<file path="src/rtl/stage_f_pkg.sv">
// Fetch-stage shared constants: FSM encodings, NOP word and alignment helper.
package stage_f_pkg;

  typedef logic [1:0] fstate_t;

  localparam fstate_t ST_IDLE = 2'd0;
  localparam fstate_t ST_WAIT = 2'd1;
  localparam fstate_t ST_KILL = 2'd2;

  localparam logic [31:0] NOP = 32'h0000_0013;

  function automatic logic [31:0] word_align(input logic [31:0] a);
    return {a[31:2], 2'b00};
  endfunction

endpackage

</file>
<file path="src/rtl/fetch_buf.sv">
// One-entry instruction buffer holding the word for the PC sitting in decode.
module fetch_buf
  import stage_f_pkg::*;
(
  input  logic        clk,
  input  logic        rst_n,
  input  logic        load,
  input  logic        consume,
  input  logic        flush,
  input  logic [31:0] din,
  output logic        valid,
  output logic [31:0] data
);

  always_ff @(posedge clk or negedge rst_n) begin
    if (!rst_n) begin
      valid <= 1'b0;
      data  <= NOP;
    end else if (flush || consume) begin
      valid <= 1'b0;
    end else if (load) begin
      valid <= 1'b1;
      data  <= din;
    end
  end

endmodule

</file>
<file path="src/rtl/stage_f.sv">
// Fetch stage: one outstanding imem request, redirect kill, decode-side buffer.
module stage_f
  import stage_f_pkg::*;
#(
  parameter logic [31:0] RESET_PC = 32'h0000_0000
) (
  input  logic        clk,
  input  logic        rst,
  input  logic        StallF,
  input  logic        PCSrcE,
  input  logic [31:0] PCTargetE,
  input  logic        PCSrcW,
  input  logic [31:0] ResultW,
  output logic        imem_req,
  output logic [31:0] imem_addr,
  input  logic        imem_ready,
  input  logic        imem_rvalid,
  input  logic [31:0] imem_rdata,
  output logic [31:0] PCF,
  output logic [31:0] PCPlus4F,
  output logic [31:0] RDD,
  output logic        ImemStallF
);

  fstate_t     state;
  fstate_t     state_nx;
  logic        dvalid;
  logic        redirect;
  logic        accept;
  logic        resp;
  logic        hit;
  logic [31:0] target;
  logic        buf_valid;
  logic [31:0] buf_data;

  assign redirect = PCSrcW | PCSrcE;
  assign target   = word_align(PCSrcW ? ResultW : PCTargetE);
  assign resp     = (state == ST_WAIT) & imem_rvalid;
  assign hit      = resp & ~redirect;

  // Requests only go out when fetch can move, so a response always belongs to decode.
  assign imem_req  = rst & ~StallF & ~redirect
                   & ((state == ST_IDLE) | resp);
  assign imem_addr = PCF;
  assign accept    = imem_req & imem_ready;
  assign PCPlus4F  = PCF + 32'd4;

  assign ImemStallF = dvalid & ~redirect & ~buf_valid & ~resp;
  assign RDD        = buf_valid ? buf_data
                    : (hit ? imem_rdata : NOP);

  always_comb begin
    state_nx = state;
    unique case (state)
      ST_IDLE: begin
        if (accept) state_nx = ST_WAIT;
      end
      ST_WAIT: begin
        if (imem_rvalid) state_nx = accept ? ST_WAIT : ST_IDLE;
        else if (redirect) state_nx = ST_KILL;
      end
      ST_KILL: begin
        if (imem_rvalid) state_nx = ST_IDLE;
      end
      default: state_nx = ST_IDLE;
    endcase
  end

  always_ff @(posedge clk or negedge rst) begin
    if (!rst) begin
      state  <= ST_IDLE;
      PCF    <= word_align(RESET_PC);
      dvalid <= 1'b0;
    end else begin
      state <= state_nx;
      unique case (1'b1)
        redirect: PCF <= target;
        accept:   PCF <= PCPlus4F;
        default:  PCF <= PCF;
      endcase
      if (redirect) dvalid <= 1'b0;
      else if (!StallF) dvalid <= accept;
    end
  end

  fetch_buf u_buf (
    .clk     (clk),
    .rst_n   (rst),
    .load    (hit & StallF),
    .consume (~StallF),
    .flush   (redirect),
    .din     (imem_rdata),
    .valid   (buf_valid),
    .data    (buf_data)
  );

endmodule
</file>
<file path="config.mk">
export PLATFORM = sky130hd
export DESIGN_NAME = stage_f
export DESIGN_NICKNAME = d
export VERILOG_FILES = /design/src/rtl/stage_f_pkg.sv /design/src/rtl/fetch_buf.sv /design/src/rtl/stage_f.sv
export SDC_FILE = /design/constraint.sdc
export NUM_CORES = 1
export LEC_CHECK = 0
export ABC_AREA = 1
export CORE_MARGIN = 2
export CORE_UTILIZATION = 38
export CTS_BUF_LIST = sky130_fd_sc_hd__clkbuf_4 sky130_fd_sc_hd__clkbuf_8
export DETAILED_ROUTE_END_ITERATION = 16
export GPL_TIMING_DRIVEN = 0
export MAX_ROUTING_LAYER = met4
export PLACE_DENSITY = 0.89
export RECOVER_POWER = 100
export SLEW_MARGIN = 5
export SYNTH_ARGS = -nofsm -noshare
export SYNTH_HDL_FRONTEND = slang
export SYNTH_SLANG_ARGS = --single-unit
</file>
<file path="constraint.sdc">
create_clock -name clk -period 2.1 [get_ports clk]
set_clock_uncertainty 0.1 [all_clocks]
set_input_delay 0.63 -clock clk [delete_from_list [all_inputs] [get_ports clk]]
set_output_delay 0.63 -clock clk [all_outputs]
set_load 0.01 [all_outputs]
</file>
Run 1, placement density heat map:
(2 px per micron) 11 x 11 tiles, from white (low) to dark blue (high), 0 to 100% covered.
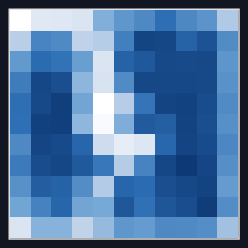
tiles over 75% full: 43%
fullest tile: 96%
nearly empty tiles: 1.7%
mean over tiles: 65%

Run 1, clock wires, drivers and flops:
(4 px per micron)
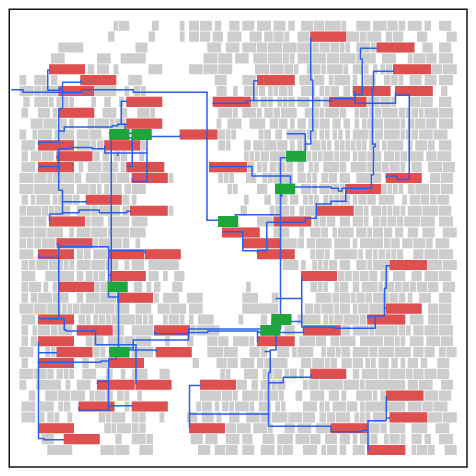
[green] cells driving clock nets | count: 9
[red] flip-flops | count: 66
[blue] clock wires | length: 1160 microns
flops lie: widely spread
routed clock nets: 10
clock network power: 0.00108 W
Late-Pin Clk Latency: 0.36 ns
Clock Power Share: 25.8%

Run 1, floorplan with the power grid:
(4 px per micron) Pins as bars on the die edge.
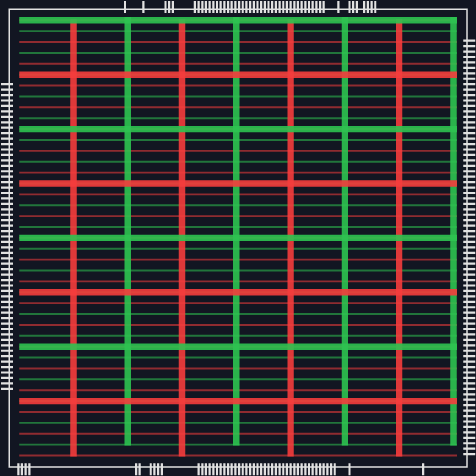
[red] VSS
[green] VDD
rows: 40
met4 straps: 8
met1 rails: 41
signal pins: 233
worst vdd ir: 0.0003394 V
Die Width: 114.1 microns
Core ar.: 0.01191 sq mm
die y size: 114.1 microns

Run 1, the metal 4 layer:
(3 px per micron)
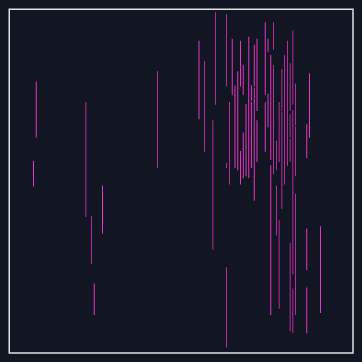
wire length on this layer: 1360 microns
main direction: vertical
routed vias: 6411
DRT Wirelength: 22070 microns

==> out/metrics.csv, run 1 <==
stage;metric;value;unit
status;outcome;finished with violations;
status;violations in the final reports;negative setup slack;
sta;max frequency;0.3629;GHz
logic_synthesis;share of the yosys chip area belonging to registers;35.94;%
setup_path;critical path type;reg -> out;
logic_synthesis;number of library cell types mapped by synthesis;34;
logic_synthesis;Post-synth top cells;205 x nand2_1, 97 x o21ai_0, 72 x inv_1;
drt;drt pass-1 iters;7;
setup_path;CP max FO;3;
cts;H-Tree Depth;3;
flow_run;OpenROAD warning count;33;
die;Rows;40;
drt;DRC viols;0;
sta;setup ws final;-0.6555;ns
setup_path;CP startpoint;PCF[10]$_DFFE_PN0P_;
setup_path;buffers plus inverters on the worst setup path;3;
pwr;Internal Pwr Total;0.002717;W
drt;drt wl/cell;18.78;microns
logic_synthesis;fraction of registers with async set/reset;100.0;%
logic_synthesis;yosys warns;0;
sta;Slew headroom;39.45;%
layout;most frequent logic cell in the layout;nand2_1;
sta;fin crit period;2.755;ns
setup_path;Critical Path Max Stage Delay;0.43;ns
global_route;antenna violations before repair;1;
setup_path;slowest cell on the critical path;o21ai_0;
setup_path;FF-to-FF path depth;10;
cts;CTS Sinks;66;
cts;Post CTS Setup Buffer Count;86;
logic_synthesis;count of library flops with an enable pin;0;
drt;Final ANT Viol Nets;0;
setup_path;R2R Path End;u_buf.data[20]$_DFFE_PN0P_;
cts;clock root cell;clkbuf_8;
pwr;pwr/cell area;485.9;mW/mm^2
sta;Finish-stage setup viols;129;
sta;Tcrit/Tclk final;131.2;%
layout;Total Nets Final;1126;
logic_synthesis;area leader, netlist;dfrtp_1;
logic_synthesis;syn avg cell area;6.823;sq um
place;Place WS;-1.410;ns
pwr;Sw Ratio;35.26;%
cts;CTS buffer count;9;
logic_synthesis;count leader, synth;nand2_1;
sta;setup TNS;-34.36;ns
setup_path;Stages on worst setup path;7;
setup_path;CP delay by family, top;simple AND/OR/NAND/NOR gates;
[run 1: power groups by stage]
stage,sequential (W),combinational (W),clock (W)
detailed placement,0.00158,0.00128,0
finish,0.00151,0.00160,0.00108
CTS,0.00149,0.00147,0.00104
global route,0.00152,0.00171,0.00112
global placement,0.00157,0.00125,0
floorplan,0.00156,0.000529,0
[run 1: worst register-to-register path, delay by kind of cell, from the launching register on]
kind,cells,cell delay (ns)
flip-flops,1,0.39
AND/OR/NAND/NOR,4,0.45
AND-OR/OR-AND,1,0.19
buffers and inverters,5,0.88
[run 1: per-layer routing]
metal  routed length (microns)  part of all wire (%)  track usage [%]  vias to the layer above
li1                          -                     -                -                     2834
met1                      7583                    34            31.75                     2977
met2                     11020                    50            52.94                      467
met3                      2098                   9.5            6.035                      133
met4                      1361                   6.2            15.28                        0
met5                         0                     0                -                        -
[run 1: cell families (layout without fill, tap and decap cells)]
kind of cell / count (synthesis) / in the layout / share of synthesized area [%]
compound gates: 114 / 114 / 13.09
fa+ha+maj: 1 / 1 / 0.2716
mux: 20 / 20 / 4.347
other cells: 1 / 7 / 0.08142
xor+xnor: 9 / 9 / 1.711
simple gates: 327 / 327 / 29.86
buf+inv: 137 / 484 / 14.70
flops: 66 / 66 / 35.94
[run 1: flip-flops by register name (all words and copies together), names as in the netlist]
signal and flops:
u_buf.data 32, state 2, PCF 30, dvalid 1, u_buf.valid 1
[run 1: final cells by class]
| type | instances | area, sq um |
|---|---|---|
| Fill cell | 845 | 3276 |
| Multi-Input combinational cell | 477 | 2988 |
| Timing Repair Buffer | 332 | 2824 |
| Sequential cell | 66 | 1683 |
| Buffer | 62 | 483.0 |
| Inverter | 74 | 290.3 |
| Tap cell | 147 | 183.9 |
| Clock buffer | 13 | 166.4 |
| Clock inverter | 3 | 15.01 |
| Antenna cell | 1 | 2.502 |
==> run 2: changes to the inputs <==
--- a/config.mk
+++ b/config.mk
@@ -6,6 +6,7 @@
 export NUM_CORES = 1
 export LEC_CHECK = 0
 export ABC_AREA = 1
+export CAP_MARGIN = 20
 export CORE_MARGIN = 2
 export CORE_UTILIZATION = 38
 export CTS_BUF_LIST = sky130_fd_sc_hd__clkbuf_4 sky130_fd_sc_hd__clkbuf_8
@@ -14,6 +15,7 @@
 export MAX_ROUTING_LAYER = met4
 export PLACE_DENSITY = 0.89
 export RECOVER_POWER = 100
+export SETUP_SLACK_MARGIN = 0.5
 export SLEW_MARGIN = 5
 export SYNTH_ARGS = -nofsm -noshare
 export SYNTH_HDL_FRONTEND = slang
==> constraint.sdc (replaced) <==
create_clock -name clk -period 2.1 [get_ports clk]
set_clock_uncertainty 0.1 [all_clocks]
set_input_delay 0.63 -clock clk [delete_from_list [all_inputs] [get_ports clk]]
set_output_delay 0.63 -clock clk [all_outputs]
set_load 0.1 [all_outputs]
==> run 2 against run 1 <==
Compared with the run above:
- the run now fails in 4_1_cts
- synthesized area unchanged
- synthesized cell count unchanged
==> out/metrics.csv, run 2 <==
stage;metric;value;unit
status;outcome;aborted with a tool error;
status;Halt Stage;4_1_cts;
status;Run Error;[ERROR DPL-0033] detailed placement checks failed during check placement.;
logic_synthesis;count of library flops with an enable pin;0;
place;placed cell count;1050;
cts;Post CTS Setup Buffer Count;82;
logic_synthesis;Post-synth top cells;205 x nand2_1, 97 x o21ai_0, 72 x inv_1;
logic_synthesis;mux frac, synth;4.347;%
logic_synthesis;synthesis area per yosys;0.004606;sq mm
logic_synthesis;Post-Synth AOI/OAI Area;13.09;%
cts;clock root cell;clkbuf_8;
logic_synthesis;Synth Area in Adders;0.2717;%
die;I/O Pins;233;
cts;CTS Sinks;66;
logic_synthesis;fraction of registers with async set/reset;100.0;%
die;Die Width;114.1;microns
logic_synthesis;syn avg cell area;6.823;sq um
logic_synthesis;area leader, netlist;dfrtp_1;
cts;CTS buffer count;9;
logic_synthesis;cell area after synthesis;0.004606;sq mm
die;die y size;114.1;microns
logic_synthesis;top cells by area;dfrtp_1 34%, nand2_1 17%, o21ai_0 11%;
logic_synthesis;post-synthesis xor/xnor area fraction;1.711;%
logic_synthesis;Syn Inst Count;675;
place;gp weighted congestion;0.9553;
cts;H-Tree Depth;3;
cts;post-cts resize count;1291;
place;Post-DP Area;0.008782;sq mm
cts;Post-CTS Hold Fix Bufs;1;
logic_synthesis;Dominant flop cell;dfrtp_1;
place;port bufs;222;
logic_synthesis;dominant kind of combinational cell;simple AND/OR/NAND/NOR gates;
logic_synthesis;count leader, synth;nand2_1;
logic_synthesis;#FFs+latches synth;66;
logic_synthesis;number of library cell types mapped by synthesis;34;
place;Detailed Place HPWL;13830;microns
die;Init Core Util;38.67;%
die;Rows;40;
logic_synthesis;Synth Area in Simple Gates;29.86;%
logic_synthesis;Dominant cell area share;34.23;%
logic_synthesis;share of the yosys chip area belonging to registers;35.94;%
logic_synthesis;yosys warns;0;
logic_synthesis;ys cells;675;
cts;clk buf depth;2;
## run 2: cell counts after synthesis
No cell type changed its count.
## run 2: cell families after synthesis
| kind of cell | after synthesis |
|---|---|
| AND-OR/OR-AND | 114 |
| XOR/XNOR | 9 |
| adder cells (fa/ha/maj) | 1 |
| buffers and inverters | 137 |
| flip-flops | 66 |
| multiplexers | 20 |
| other | 1 |
| AND/OR/NAND/NOR | 327 |
## run 2: metrics by stage
stage	hold WS (ns)	util (%)	setup TNS, ns	worst slack, ns
after global placement	0.4001	73.58	-377.42	-3.922
after detailed placement	0.4235	73.73	-150.57	-2.148
after floorplan	0.2344	-	-39.81	-1.045
==> run 3: changes to the inputs <==
--- a/config.mk
+++ b/config.mk
@@ -8,14 +8,11 @@
 export ABC_AREA = 1
 export CAP_MARGIN = 20
 export CORE_MARGIN = 2
-export CORE_UTILIZATION = 38
-export CTS_BUF_LIST = sky130_fd_sc_hd__clkbuf_4 sky130_fd_sc_hd__clkbuf_8
+export CORE_UTILIZATION = 25
 export DETAILED_ROUTE_END_ITERATION = 16
 export GPL_TIMING_DRIVEN = 0
-export MAX_ROUTING_LAYER = met4
-export PLACE_DENSITY = 0.89
+export PLACE_DENSITY_LB_ADDON = 0.15
 export RECOVER_POWER = 100
-export SETUP_SLACK_MARGIN = 0.5
 export SLEW_MARGIN = 5
 export SYNTH_ARGS = -nofsm -noshare
 export SYNTH_HDL_FRONTEND = slang
==> constraint.sdc (replaced) <==
create_clock -name clk -period 2.7 [get_ports clk]
set_clock_uncertainty 0.1 [all_clocks]
set_input_delay 0.81 -clock clk [delete_from_list [all_inputs] [get_ports clk]]
set_output_delay 0.81 -clock clk [all_outputs]
set_load 0.1 [all_outputs]
Run 3, the metal 4 layer:
(3 px per micron)
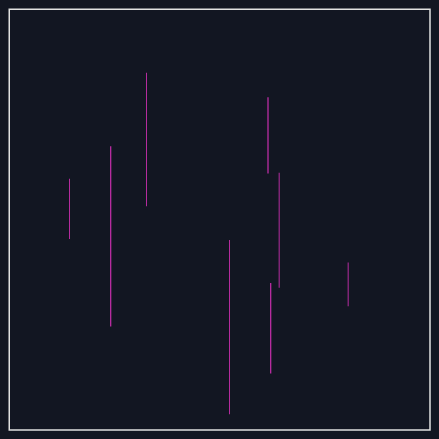
longest straight run: 59.8 microns
main direction: vertical
nets with wire on the layer: 6
routed vias: 5510
DRT Wirelength: 19190 microns

==> run 3 against run 2 <==
Compared with the run above:
- the run now ends with max-capacitance violations, negative setup slack left
- synthesized area unchanged
- synthesized cell count unchanged
==> out/metrics.csv, run 3 <==
stage;metric;value;unit
logic_synthesis;count leader, synth;nand2_1;
logic_synthesis;Syn Inst Count;675;
cts;post-cts resize count;776;
sta;setup TNS;-4.691;ns
status;outcome;finished with violations;
setup_path;CP max FO;4;
drt;DRC viols;0;
place;gp weighted congestion;0.8219;
sta;Finish-stage setup viols;61;
logic_synthesis;Dominant cell area share;34.23;%
pwr;Sw Ratio;46.10;%
sta;setup ws final;-0.2490;ns
logic_synthesis;Post-synth top cells;205 x nand2_1, 97 x o21ai_0, 72 x inv_1;
place;Place WS;-1.825;ns
place;Detailed Place HPWL;13490;microns
setup_path;Critical Path Max Stage Delay;0.45;ns
die;Init Core Util;25.55;%
layout;Total Nets Final;1076;
logic_synthesis;fraction of registers with async set/reset;100.0;%
logic_synthesis;Dominant flop cell;dfrtp_1;
die;I/O Pins;233;
logic_synthesis;synthesis area per yosys;0.004606;sq mm
cts;Late-Pin Clk Latency;0.34;ns
die;Core ar.;0.01802;sq mm
logic_synthesis;cell area after synthesis;0.004606;sq mm
logic_synthesis;top cells by area;dfrtp_1 34%, nand2_1 17%, o21ai_0 11%;
sta;fin crit period;2.949;ns
cts;CTS Sinks;66;
logic_synthesis;number of library cell types mapped by synthesis;34;
setup_path;critical path type;reg -> out;
flow_run;OpenROAD warning count;33;
pwr;Internal Pwr Total;0.002708;W
cts;Post-CTS Hold Fix Bufs;0;
setup_path;slowest cell on the critical path;dfrtp_4;
layout;Filler Cell Count;1650;
drt;Final ANT Viol Nets;0;
flow_run;maxcap violations;1;
status;violations in the final reports;max-capacitance violations, negative setup slack;
logic_synthesis;yosys warns;0;
logic_synthesis;#FFs+latches synth;66;
logic_synthesis;syn avg cell area;6.823;sq um
logic_synthesis;post-synthesis xor/xnor area fraction;1.711;%
logic_synthesis;mux frac, synth;4.347;%
cts;CTS buffer count;9;
cts;H-Tree Depth;3;
die;Die Width;139.7;microns
logic_synthesis;count of library flops with an enable pin;0;
layout;Largest regs;u_buf.data: 32 flops, PCF: 30 flops, state: 2 flops;
logic_synthesis;dominant kind of combinational cell;simple AND/OR/NAND/NOR gates;
logic_synthesis;share of the yosys chip area belonging to registers;35.94;%
global_route;antenna violations before repair;1;
layout;Top reg by flops;u_buf.data;
setup_path;FF-to-FF path depth;8;
logic_synthesis;Post-Synth AOI/OAI Area;13.09;%
## run 3: area by class of cell
class / count / area, sq um / area share [%]
antenna: 1 / 2.502 / 0.02483
buffer: 61 / 457.9 / 4.544
clock buffer: 10 / 229.0 / 2.272
clock inverter: 6 / 105.1 / 1.043
inverter: 74 / 290.3 / 2.881
multi-input combinational: 477 / 3730 / 37.01
sequential: 66 / 1683 / 16.70
tap: 229 / 286.5 / 2.843
timing repair buffer: 283 / 3293 / 32.68
## run 3: per-layer routing
metal | part of all wire [%] | GRT usage, % | wire [microns]
met4 | 1.5 | 5.000 | 289
met2 | 52 | 33.86 | 9892
met5 | 0 | 0 | 0
met1 | 40 | 22.72 | 7766
met3 | 6.5 | 4.818 | 1241
## run 3: power groups by stage
stage          combinational (W)  clock, W  sequential, W
2_1_floorplan            0.00131         0        0.00157
3_3_place_gp             0.00223         0        0.00124
3_5_place_dp             0.00224         0        0.00124
4_1_cts                  0.00237   0.00139        0.00123
5_1_grt                  0.00252   0.00143        0.00125
6_report                 0.00242   0.00137        0.00123
## run 3: kinds of logic (layout without fill, tap and decap cells)
logic type               after synthesis  count (layout)
AND/OR/NAND/NOR                      327             327
buffers and inverters                137             434
AND-OR/OR-AND                        114             114
flip-flops                            66              66
multiplexers                          20              20
XOR/XNOR                               9               9
adder cells (fa/ha/maj)                1               1
other                                  1               7
## run 3: worst max-delay path: cells and delay by family (launching register included)
kind,cells,cell delay [ns]
AND/OR/NAND/NOR,4,0.64
flip-flops,1,0.45
buffers and inverters,2,0.29
adder cells (fa/ha/maj),1,0.16
XOR/XNOR,1,0.16
## run 3: per-stage QoR
stage,cell area [sq um],instances
after floorplan,5376,680
after global placement,7885,1131
after detailed placement,7921,1133
after CTS,9706,1186
after global routing,10070,1206
final,10080,1207
Run 3, placement density heat map:
(2 px per micron) 14 x 14 tiles, from white (low) to dark blue (high), 0 to 100% covered.
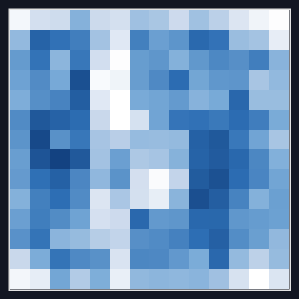

==> run 4: changes to the inputs <==
--- a/config.mk
+++ b/config.mk
@@ -8,8 +8,10 @@
 export ABC_AREA = 1
 export CAP_MARGIN = 20
 export CORE_MARGIN = 2
-export CORE_UTILIZATION = 25
+export CORE_UTILIZATION = 35
+export CTS_CLUSTER_DIAMETER = 100
 export DETAILED_ROUTE_END_ITERATION = 16
+export GPL_ROUTABILITY_DRIVEN = 0
 export GPL_TIMING_DRIVEN = 0
 export PLACE_DENSITY_LB_ADDON = 0.15
 export RECOVER_POWER = 100
Run 4, placement density heat map:
(2 px per micron) 12 x 12 tiles, from white (low) to dark blue (high), 0 to 100% covered.
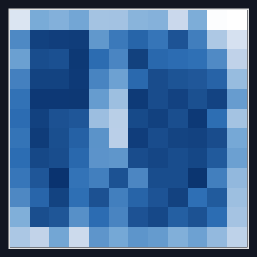
emptiest ninth of the die: north-east
mean over tiles: 70%
tiles over 75% full: 52%
nearly empty tiles: 1.4%
fullest tile: 99%

==> run 4 against run 3 <==
Compared with the run above:
- the run ends with max-capacitance violations, max-slew violations, negative setup slack left
- sequential power barely moved
- via count rose by 9.8%
- wire length rose by 13%
- cell count fell by 3.8%
- critical endpoint is now PCPlus4F[21]
- largest cell class unchanged
- highest routed layer unchanged
==> out/metrics.csv, run 4 <==
stage;metric;value;unit
status;outcome;finished with violations;
status;violations in the final reports;max-capacitance violations, max-slew violations, negative setup slack;
global_route;antenna violations before repair;1;
sta;fin crit period;2.952;ns
layout;#MultiIn Comb;477;
setup_path;critical path type;reg -> out;
layout;antenna cells;1;
drt;drt wl/cell;18.65;microns
layout;Largest regs;u_buf.data: 32 flops, PCF: 30 flops, state: 2 flops;
cts;H-Tree Depth;3;
layout;flop share of the area;16.79;%
setup_path;Stages on worst setup path;7;
cts;CTS buffer count;9;
logic_synthesis;count leader, synth;nand2_1;
layout;buffers outside the clock class;355;
setup_path;buffers plus inverters on the worst setup path;1;
place;Detailed Place HPWL;13150;microns
pwr;worst vdd ir;0.0003361;V
sta;setup ws final;-0.2524;ns
cts;Post CTS Setup Buffer Count;46;
logic_synthesis;fraction of registers with async set/reset;100.0;%
logic_synthesis;Syn Inst Count;675;
logic_synthesis;synthesis area per yosys;0.004606;sq mm
logic_synthesis;cell area after synthesis;0.004606;sq mm
setup_path;CP max FO;6;
sta;Final Max Tran Viols;28;
cts;Late-Pin Clk Latency;0.34;ns
flow_run;OpenROAD warning count;33;
layout;NonClk Buf Share;38.12;%
setup_path;CP delay by family, top;simple AND/OR/NAND/NOR gates;
logic_synthesis;top cells by area;dfrtp_1 34%, nand2_1 17%, o21ai_0 11%;
layout;dominant logic cell types in the final layout;155 x nand2_1, 93 x clkdlybuf4s50_1, 80 x buf_4;
logic_synthesis;share of the yosys chip area belonging to registers;35.94;%
place;port bufs;222;
setup_path;FF-to-FF path depth;17;
die;die y size;118.7;microns
logic_synthesis;number of library cell types mapped by synthesis;34;
cts;clock root cell;clkbuf_16;
sta;Finish-stage setup viols;64;
flow_run;maxcap violations;1;
drt;routed vias;6050;
drt;Final ANT Viol Nets;0;
drt;DRT Wirelength;21660;microns
global_route;first-pass GRT wire length;31770;microns
die;I/O Pins;233;
die;Rows;41;
layout;multi-input combinational area share;36.72;%
drt;drt pass-1 iters;5;
setup_path;slowest cell on the critical path;dfrtp_2;
pwr;pwr/cell area;502.0;mW/mm^2
sta;Tcrit/Tclk final;109.3;%
layout;Filler Cell Count;782;
cts;clk buf depth;2;
logic_synthesis;syn avg cell area;6.823;sq um
layout;Top reg by flops;u_buf.data;
layout;Register Area;0.001684;sq mm
die;Core ar.;0.01272;sq mm
die;Die Width;118.7;microns
setup_path;R2R Path End;PCF[19]$_DFFE_PN0P_;
layout;FFs & Latches;66;
die;Init Core Util;36.20;%
layout;Clock Buffer Count;10;
layout;max reg flops;32;
logic_synthesis;ys cells;675;
die;# Taps;172;
sta;Slew headroom;-18.47;%
layout;top cell class by occupied area;buffers;
cts;post-cts resize count;778;
logic_synthesis;yosys warns;0;
logic_synthesis;Post-synth top cells;205 x nand2_1, 97 x o21ai_0, 72 x inv_1;
sta;max frequency;0.3387;GHz
sta;setup TNS;-7.929;ns
logic_synthesis;Dominant cell area share;34.23;%
layout;most frequent logic cell in the layout;nand2_1;
drt;DRC viols;0;
-- run 4: kinds of logic (layout without fill, tap and decap cells) --
logic type	Yosys count	after routing	synth area share, %
AOI/OAI and AO/OA	114	114	13.09
adders and majority gates	1	1	0.2716
buffers and inverters	137	445	14.70
DFF	66	66	35.94
other	1	7	0.08142
xor gates and xnor gates	9	9	1.711
and+or+nand+nor	327	327	29.86
muxes	20	20	4.347
-- run 4: power breakdown --
part | internal (W) | total [W] | switching (W)
combinational | 0.000710 | 0.00247 | 0.00176
clock | 0.000837 | 0.00134 | 0.000502
sequential | 0.00110 | 0.00123 | 0.000128
total | 0.00265 | 0.00504 | 0.00238
-- run 4: stage by stage --
stage,instance area [sq um],instances,worst slack (ns),util [%],hold slack (ns)
after global routing,10030,1161,-0.3112,78.85,0.1956
final,10030,1161,-0.2524,78.85,0.1961
after detailed placement,7854,1076,-1.771,61.73,0.4178
after global placement,7814,1074,-3.701,61.42,0.3985
after CTS,9712,1141,-0.2927,76.34,0.1984
after floorplan,5376,680,-0.6254,-,0.3803
-- run 4: routing by layer --
metal	part of all wire, %	GRT usage (%)	vias to the layer above
li1	-	-	2749
met1	36	32.21	2894
met2	52	50.65	326
met3	7.9	6.322	81
met4	4.5	11.90	0
met5	0	0	-
-- run 4: how the worst min path moves through the flow --
stage	start	end	slack, ns
finish	rst	PCF[8]$_DFFE_PN0P_	0.20
global route	rst	PCF[8]$_DFFE_PN0P_	0.20
CTS	rst	PCF[8]$_DFFE_PN0P_	0.20
detailed placement	state[1]$_DFFE_PN0P_	state[1]$_DFFE_PN0P_	0.42
global placement	state[1]$_DFFE_PN0P_	state[1]$_DFFE_PN0P_	0.40
floorplan	state[1]$_DFFE_PN0P_	state[1]$_DFFE_PN0P_	0.38

==> notes/layouts.md <==
Pictures saved along the way, in no particular order.

Routing congestion map.
shot_01.png
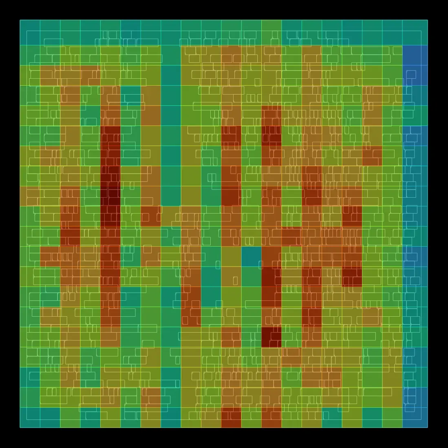
shot_02.png
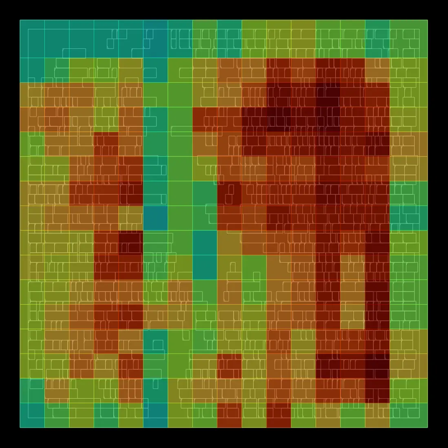
shot_03.png
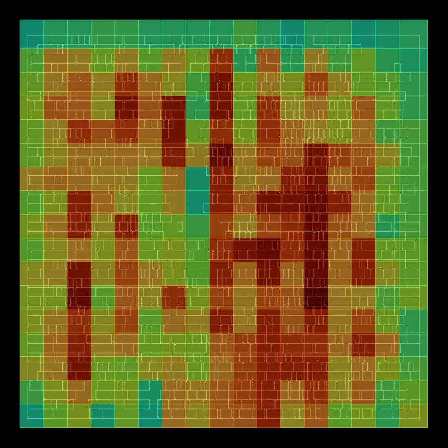
- least wire per cell: shot_01.png
- lowest track usage: shot_01.png
| picture | from |
|---|---|
| shot_01.png | run 3 |
| shot_02.png | run 1 |
| shot_03.png | run 4 |

Power and IR drop assume default switching activity.
